`config.mk`:
```
export PLATFORM = sky130hd
export DESIGN_NAME = aes_spi_sched
export DESIGN_NICKNAME = d
export VERILOG_FILES = /design/src/rtl/aes_spi_pkg.sv /design/src/rtl/aes_spi_shifter.sv /design/src/rtl/aes_spi_sched.sv
export SDC_FILE = /design/constraint.sdc
export NUM_CORES = 1
export LEC_CHECK = 0
export CELL_PAD_IN_SITES_DETAIL_PLACEMENT = 2
export CELL_PAD_IN_SITES_GLOBAL_PLACEMENT = 2
export CORE_AREA = 2 2 273 329
export CTS_BUF_LIST = sky130_fd_sc_hd__clkbuf_16
export DETAILED_ROUTE_END_ITERATION = 8
export DIE_AREA = 0 0 275 331
export PLACE_DENSITY_LB_ADDON = 0.3
export SETUP_SLACK_MARGIN = 0.1
export SYNTH_ARGS = -nofsm -noshare
export SYNTH_HDL_FRONTEND = slang
export SYNTH_HIERARCHICAL = 1
export SYNTH_SLANG_ARGS = --single-unit
```
`constraint.sdc`:
```
create_clock -name clk -period 2.55 [get_ports clk]
set_input_delay 0.255 -clock clk [delete_from_list [all_inputs] [get_ports clk]]
set_output_delay 0.255 -clock clk [all_outputs]
set_load 0.01 [all_outputs]
```
`src/rtl/aes_spi_pkg.sv`:
```
// Shared types for the AES SPI slave scheduler.
package aes_spi_pkg;

  typedef enum logic [2:0] {
    IDLE,
    SEND,
    GAP,
    RECV,
    RESP
  } state_t;

  localparam logic ID_ENC = 1'b0;
  localparam logic ID_DEC = 1'b1;

  function automatic int frame_w(input int nk);
    return 128 + 32 * nk;
  endfunction

endpackage

```
`src/rtl/aes_spi_shifter.sv`:
```
// Parallel-load shift register with a down-counter, reused for TX and RX.
module aes_spi_shifter #(
  parameter int W  = 256,
  parameter int OW = W,
  parameter int CW = 8
) (
  input  logic          clk,
  input  logic          rst_n,
  input  logic          ld,
  input  logic [W-1:0]  ld_data,
  input  logic          ld_cnt,
  input  logic [CW-1:0] cnt_val,
  input  logic          shift_en,
  input  logic          cnt_en,
  input  logic          sin,
  output logic [OW-1:0] q,
  output logic          done
);

  logic [W-1:0]  sh;
  logic [CW-1:0] cnt;

  always_ff @(posedge clk) begin
    if (!rst_n) begin
      sh  <= '0;
      cnt <= '0;
    end else begin
      if (ld)
        sh <= ld_data;
      else if (shift_en)
        sh <= {sh[W-2:0], sin};
      // Holding at zero keeps the counter from ever wrapping.
      if (ld_cnt)
        cnt <= cnt_val;
      else if (cnt_en && cnt != '0)
        cnt <= cnt - CW'(1);
    end
  end

  assign q    = sh[W-1 -: OW];
  assign done = (cnt == '0);

endmodule

```
`src/rtl/aes_spi_sched.sv`:
```
// Round-robin SPI scheduler for cipher/inverse-cipher slaves.
// AES_SCHED_FIXED_PRIO_EN: decrypt always wins ties instead of round-robin.
module aes_spi_sched
  import aes_spi_pkg::*;
#(
  parameter int NK         = 4,
  parameter int GAP_CYCLES = 2
) (
  input  logic            clk,
  input  logic            rst_n,
  input  logic            enc_valid,
  output logic            enc_ready,
  input  logic [127:0]    enc_data,
  input  logic [32*NK-1:0] enc_key,
  input  logic            dec_valid,
  output logic            dec_ready,
  input  logic [127:0]    dec_data,
  input  logic [32*NK-1:0] dec_key,
  output logic            rsp_valid,
  input  logic            rsp_ready,
  output logic            rsp_id,
  output logic [127:0]    rsp_data,
  output logic            spi_cs_enc_n,
  output logic            spi_cs_dec_n,
  output logic            spi_mosi,
  input  logic            spi_miso,
  output logic            busy
);

  localparam int FW = frame_w(NK);
  localparam int CW = $clog2(FW);
  localparam logic [CW-1:0] TX_LD  = CW'(FW - 1);
  localparam logic [CW-1:0] RX_LD  = CW'(127);
  localparam logic [CW-1:0] GAP_LD =
    CW'((GAP_CYCLES > 0) ? GAP_CYCLES - 1 : 0);
  localparam logic GAP_EN = (GAP_CYCLES != 0);

  state_t          state;
  state_t          state_n;
  logic            id;
  logic            idle;
  logic            grant_dec;
  logic            grant_enc;
  logic            accept;
  logic [FW-1:0]   frame;
  logic            tx_ld_cnt;
  logic [CW-1:0]   tx_cnt_val;
  logic            tx_shift;
  logic            tx_cnt_en;
  logic            tx_q;
  logic            tx_done;
  logic            rx_ld_cnt;
  logic            rx_shift;
  logic [127:0]    rx_q;
  logic            rx_done;
  logic            cs_act;

`ifdef AES_SCHED_FIXED_PRIO_EN
  assign grant_dec = dec_valid;
`else
  logic last_grant;

  assign grant_dec = dec_valid &&
                     (!enc_valid || last_grant == ID_ENC);

  always_ff @(posedge clk) begin
    if (!rst_n)
      last_grant <= ID_DEC;
    else if (accept)
      last_grant <= grant_dec ? ID_DEC : ID_ENC;
  end
`endif

  assign grant_enc = enc_valid && !grant_dec;
  assign idle      = (state == IDLE);
  assign enc_ready = rst_n && idle && grant_enc;
  assign dec_ready = rst_n && idle && grant_dec;
  assign accept    = enc_ready || dec_ready;
  assign frame     = grant_dec ? {dec_data, dec_key}
                               : {enc_data, enc_key};

  always_comb begin
    state_n    = state;
    tx_ld_cnt  = accept;
    tx_cnt_val = TX_LD;
    rx_ld_cnt  = 1'b0;
    unique case (state)
      IDLE: if (accept) state_n = SEND;
      SEND: begin
        if (tx_done) begin
          if (GAP_EN) begin
            state_n    = GAP;
            tx_ld_cnt  = 1'b1;
            tx_cnt_val = GAP_LD;
          end else begin
            state_n   = RECV;
            rx_ld_cnt = 1'b1;
          end
        end
      end
      GAP: begin
        if (tx_done) begin
          state_n   = RECV;
          rx_ld_cnt = 1'b1;
        end
      end
      RECV: if (rx_done) state_n = RESP;
      RESP: if (rsp_ready) state_n = IDLE;
      default: state_n = IDLE;
    endcase
  end

  always_ff @(posedge clk) begin
    if (!rst_n) begin
      state     <= IDLE;
      id        <= ID_ENC;
      rsp_valid <= 1'b0;
      rsp_id    <= ID_ENC;
    end else begin
      state <= state_n;
      if (accept)
        id <= grant_dec ? ID_DEC : ID_ENC;
      if (state == RECV && rx_done) begin
        rsp_valid <= 1'b1;
        rsp_id    <= id;
      end else if (state == RESP && rsp_ready) begin
        rsp_valid <= 1'b0;
      end
    end
  end

  assign tx_shift  = (state == SEND);
  assign tx_cnt_en = (state == SEND) || (state == GAP);
  assign rx_shift  = (state == RECV);

  // TX shifts in zeros, so its MSB is already 0 outside SEND.
  aes_spi_shifter #(
    .W (FW),
    .OW(1),
    .CW(CW)
  ) u_tx (
    .clk     (clk),
    .rst_n   (rst_n),
    .ld      (accept),
    .ld_data (frame),
    .ld_cnt  (tx_ld_cnt),
    .cnt_val (tx_cnt_val),
    .shift_en(tx_shift),
    .cnt_en  (tx_cnt_en),
    .sin     (1'b0),
    .q       (tx_q),
    .done    (tx_done)
  );

  aes_spi_shifter #(
    .W (128),
    .OW(128),
    .CW(CW)
  ) u_rx (
    .clk     (clk),
    .rst_n   (rst_n),
    .ld      (1'b0),
    .ld_data (128'b0),
    .ld_cnt  (rx_ld_cnt),
    .cnt_val (RX_LD),
    .shift_en(rx_shift),
    .cnt_en  (rx_shift),
    .sin     (spi_miso),
    .q       (rx_q),
    .done    (rx_done)
  );

  assign cs_act       = (state == SEND) || (state == GAP) ||
                        (state == RECV);
  assign spi_cs_enc_n = !(cs_act && id == ID_ENC);
  assign spi_cs_dec_n = !(cs_act && id == ID_DEC);
  assign spi_mosi     = tx_q;
  assign rsp_data     = rx_q;
  assign busy         = !idle;

endmodule

```
==> impl_metrics.py <==
# Metrics from the implementation run
metrics = {
    "critical_path": {
        "critPathMaxStageDelay_ns": 0.50,
        "r2r_start": "u_tx/cnt[0]$_SDFFE_PN0P_",
        "path_cells": "inv_4, ha_4, or4b_4, nor2_4, buf_6, a2bb2oi_1, nor3_1, buf_4, nor4b_1, and3_1, a311o_1",
        "cpMaxStageDelayCell": "or4b_4",
        "worst-endpoint-arrival_ns": 2.84,
        "crit_fanout": 5,
        "critPathLaunchType": "flop",
        "reg2reg_to": "u_tx/cnt[7]$_SDFFE_PN0P_",
        "ff2ff_setup_slack_ns": 0.20,
        "crit_type": "reg2reg",
        "crit_start": "u_tx/cnt[0]$_SDFFE_PN0P_",
        "worstPathBufferInverterCount": 3,
        "cp.depth": 11,
        "path_delay_family": "simple AND/OR/NAND/NOR gates",
        "crit_end": "u_tx/cnt[7]$_SDFFE_PN0P_",
        "end_kind": "flop",
        "rr_worst_depth": 11,
        "required_ns": 3.04,
    },
    "sta": {
        "finalHoldViolCount": 0,
        "rsz0062_at_grt": "no",
        "post-route-min-period_ns": 2.35,
        "clock_skew_ns": 0.0296,
        "layout_worst_path_cycle_share_pct": 92.1,
        "slew_headroom_pct": 34.6,
        "worst_slew_pin_slew_ns": 0.981,
        "setup_violations": 0,
        "fin_ws_ns": 0.201,
        "whs_ns": 0.348,
        "fmax_mhz": 426,
        "slew_viol_final": 0,
    },
    "finish": {
        "flop_area_um2": 8160,
        "comb_area_um2": 14100,
        "fillers": 9464,
        "fin_nets": 3542,
        "drive_above_1_share_pct": 22.3,
        "area_growth_pct": 45.7,
        "lay_top_count": "clkdlybuf4s50_1",
        "mostFrequentLayoutCells": "clkdlybuf4s50_1, mux2_2, dfxtp_1",
    },
    "global_routing": {
        "grt_pass1_vias": 21900,
        "grt_pass1_wl_um": 127000,
        "grt-ovfl-total": 0,
        "grt_max_degree": 227,
        "grt.total_usage_pct": 17.8,
        "antenna_found_initial": 8,
    },
    "detailed_routing": {
        "drtAntennaViolNets": 0,
        "dr_total_vias": 19300,
        "drt_first_iter_violations": 610,
        "wire_per_inst_um": 20.2,
        "drtPass1Iterations": 4,
        "drc_errors": 0,
        "via_per_inst": 4.58,
        "drt_wl_total_um": 85000,
    },
    "yosys": {
        "yosysChipArea_um2": 22600,
        "synth_cell_types": 57,
        "synth_flops": 407,
        "largest_area_cell": "dfxtp_1",
        "post-synth-top-area-fraction_pct": 36.0,
        "yosysCellCount": 2283,
        "syn-cell-area_um2": 22600,
        "synth-main-ff-cell": "dfxtp_1",
        "async_flop_share_pct": 0,
        "edf_count": 0,
        "syn_avg_cell_area_um2": 9.91,
        "ys_seq_share_pct": 36.0,
        "synth_cells": 2283,
        "top_cells_by_area": "dfxtp_1, mux2_2, mux2i_1",
        "synth_warnings": 6,
    },
    "status": {
        "outcome": "completed",
    },
    "placed_design": {
        "dp_worst_setup_slack_ns": -0.101,
        "numPortBuffers": 653,
        "hpwlAfterDp_um": 63100,
        "place_congestion": 0.804,
    },
    "cts": {
        "cts_tree": "yes",
        "path_clk_slew_ns": 0.06,
        "clockRootBuffer": "clkbuf_16",
        "cts.path.max_buffers": 3,
        "cts_buffers": 51,
        "insertion_delay_ns": 0.62,
        "cts_sinks": 407,
        "htree_levels": 2,
    },
    "floorplan": {
        "chipArea_um2": 91000,
        "fp_util_pct": 25.8,
        "io_pins": 654,
    },
    "pwr": {
        "power_frac_comb_pct": 37.8,
        "power.internal_uw": 17300,
        "total_leakage_power_uw": 0.0123,
        "fin_total_pwr_uw": 25500,
        "p_per_area_nw_per_um2": 775,
        "p_clk_share_pct": 30.3,
        "switching_share_pct": 32.1,
        "p_sw_uw": 8190,
        "seq_power_share_pct": 31.9,
    },
    "job": {
        "maxCapViolations": 0,
        "warning_count": 38,
    },
    "hold_path": {
        "hp-class": "in2reg",
        "hold_path_startpoint": "dec_valid",
        "worstHoldPathCells": 3,
        "whs_endpoint": "last_grant$_SDFFE_PN1P_",
    },
}
==> per-layer routing <==
| metal | up-vias | wire length [um] | global-route usage (%) | part of all wire, % |
|---|---|---|---|---|
| met4 | 4 | 2060 | 5.21 | 2.4 |
| met5 | - | 23 | 0 | 0.027 |
| li1 | 9316 | - | - | - |
| met1 | 9432 | 32900 | 19.7 | 39 |
| met2 | 450 | 45800 | 34.1 | 54 |
| met3 | 104 | 4290 | 3.33 | 5.0 |
==> cell type report <==
class	instances	share of cell area [%]
Sequential cell	407	24.8
Timing Repair Buffer	724	22.5
Tap cell	1149	4.36
Multi-Input combinational cell	1825	42.7
Antenna cell	7	0.0532
Clock inverter	45	1.53
Clock buffer	51	3.87
Inverter	11	0.175
==> repair_timing <==
item,4_1_cts,5_1_grt
resized,8,20
buffers inserted,7,6
endpoints found under the setup margin,10,19
hold endpoints to repair,1,0
hold buffers,1,0
pin swaps,0,5
==> power groups by stage <==
stage,clock (uW),sequential [uW],combinational (uW)
floorplan,0,8030,6410
global placement,0,8180,9090
detailed placement,0,8270,9450
CTS,8030,8150,9610
global route,8290,8290,10500
finish,7730,8150,9650
==> kinds of logic (layout without fill, tap and decap cells) <==
group | after synthesis | in the layout | share of synthesized area, %
multiplexers | 897 | 897 | 42.5
AND/OR/NAND/NOR | 596 | 596 | 12.1
flip-flops | 407 | 407 | 36.0
buffers and inverters | 191 | 831 | 4.38
AND-OR/OR-AND | 184 | 184 | 4.66
adder cells (fa/ha/maj) | 4 | 4 | 0.221
other | 2 | 149 | 0.0332
XOR/XNOR | 2 | 2 | 0.0775
==> synthesized netlist by cell type, types with 3 or more instances <==
library cell    n
buf_1          15
nor2_1        274
nor3b_1         5
a21oi_1         6
o21ai_0       138
o211ai_1        6
inv_1          10
nor4b_1         6
ha_1            4
o2111ai_1       5
mux2i_1       385
nand2b_1        4
mux2_2        512
a31oi_1         6
or4_1           3
nand4_1         3
nor2b_1         4
and2_1        129
nor3_1          5
clkbuf_1       69
nand2_1       137
dfxtp_1       407
buf_6          24
nand3_1        10
buf_2          71
==> worst register-to-register path, stage by stage (launching register included) <==
cell	delay, ns
dfxtp_4	0.36
inv_4	0.07
ha_4	0.13
or4b_4	0.50
nor2_4	0.11
buf_6	0.11
a2bb2oi_1	0.05
nor3_1	0.19
buf_4	0.17
nor4b_1	0.05
and3_1	0.18
a311o_1	0.30
==> metrics by stage <==
stage / area (um2) / TNS [ns] / std cells
finish: 32900 / 0 / 4219
global route: 32900 / 0 / 4218
CTS: 32800 / 0 / 4206
detailed placement: 30900 / -2.90 / 4102
global placement: 30900 / -0.0211 / 4102
floorplan: 23100 / 0 / 2423
==> sequential cells by signal (all words and copies together), names as in the netlist, 3 cells and up <==
| signal | flops |
|---|---|
| state | 3 |
| u_rx/cnt | 8 |
| u_rx/q | 128 |
| u_tx/cnt | 8 |
| u_tx/sh | 256 |
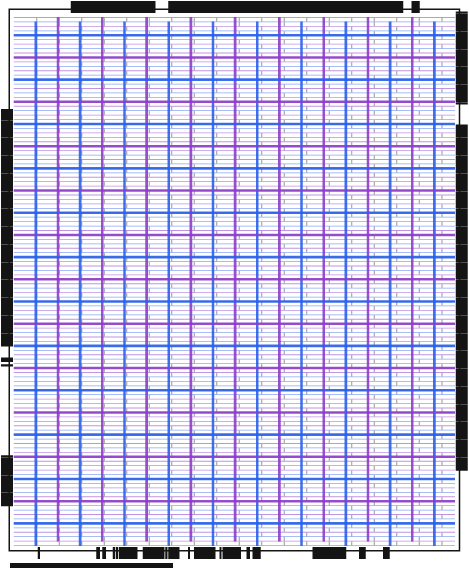
*Supply network*
Scale bar: 100 um. Pins as bars on the die edge. Tap cells in gray.
blue -> VSS
purple -> VDD
rows = 119
met5 straps = 23
tap cells = 1149
met4 straps = 19
Core Box Area: 87500 um2
die height: 331 um
maximum vdd ir drop: 463 uV
Die X: 275 um

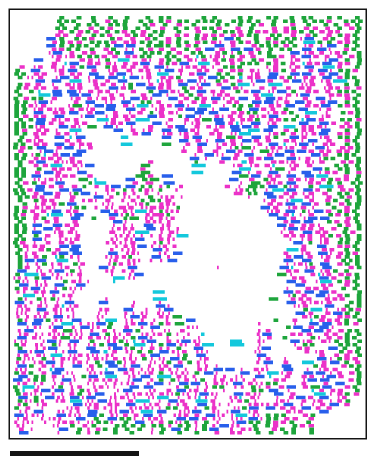
*Cell classes on the final placement*
Scale bar: 100 um.
blue -> flops  # cells 407
cyan -> clock drivers and dummy loads  # cells 96
magenta -> combinational and other logic  # cells 1836
green -> other buffers and delay cells  # cells 724
post-layout util: 37.6%
finished layout cell area: 32900 um2
row cnt: 119
Seq area share: 24.8%

Power figures rest on the tool's default switching activity, not on a simulated workload.
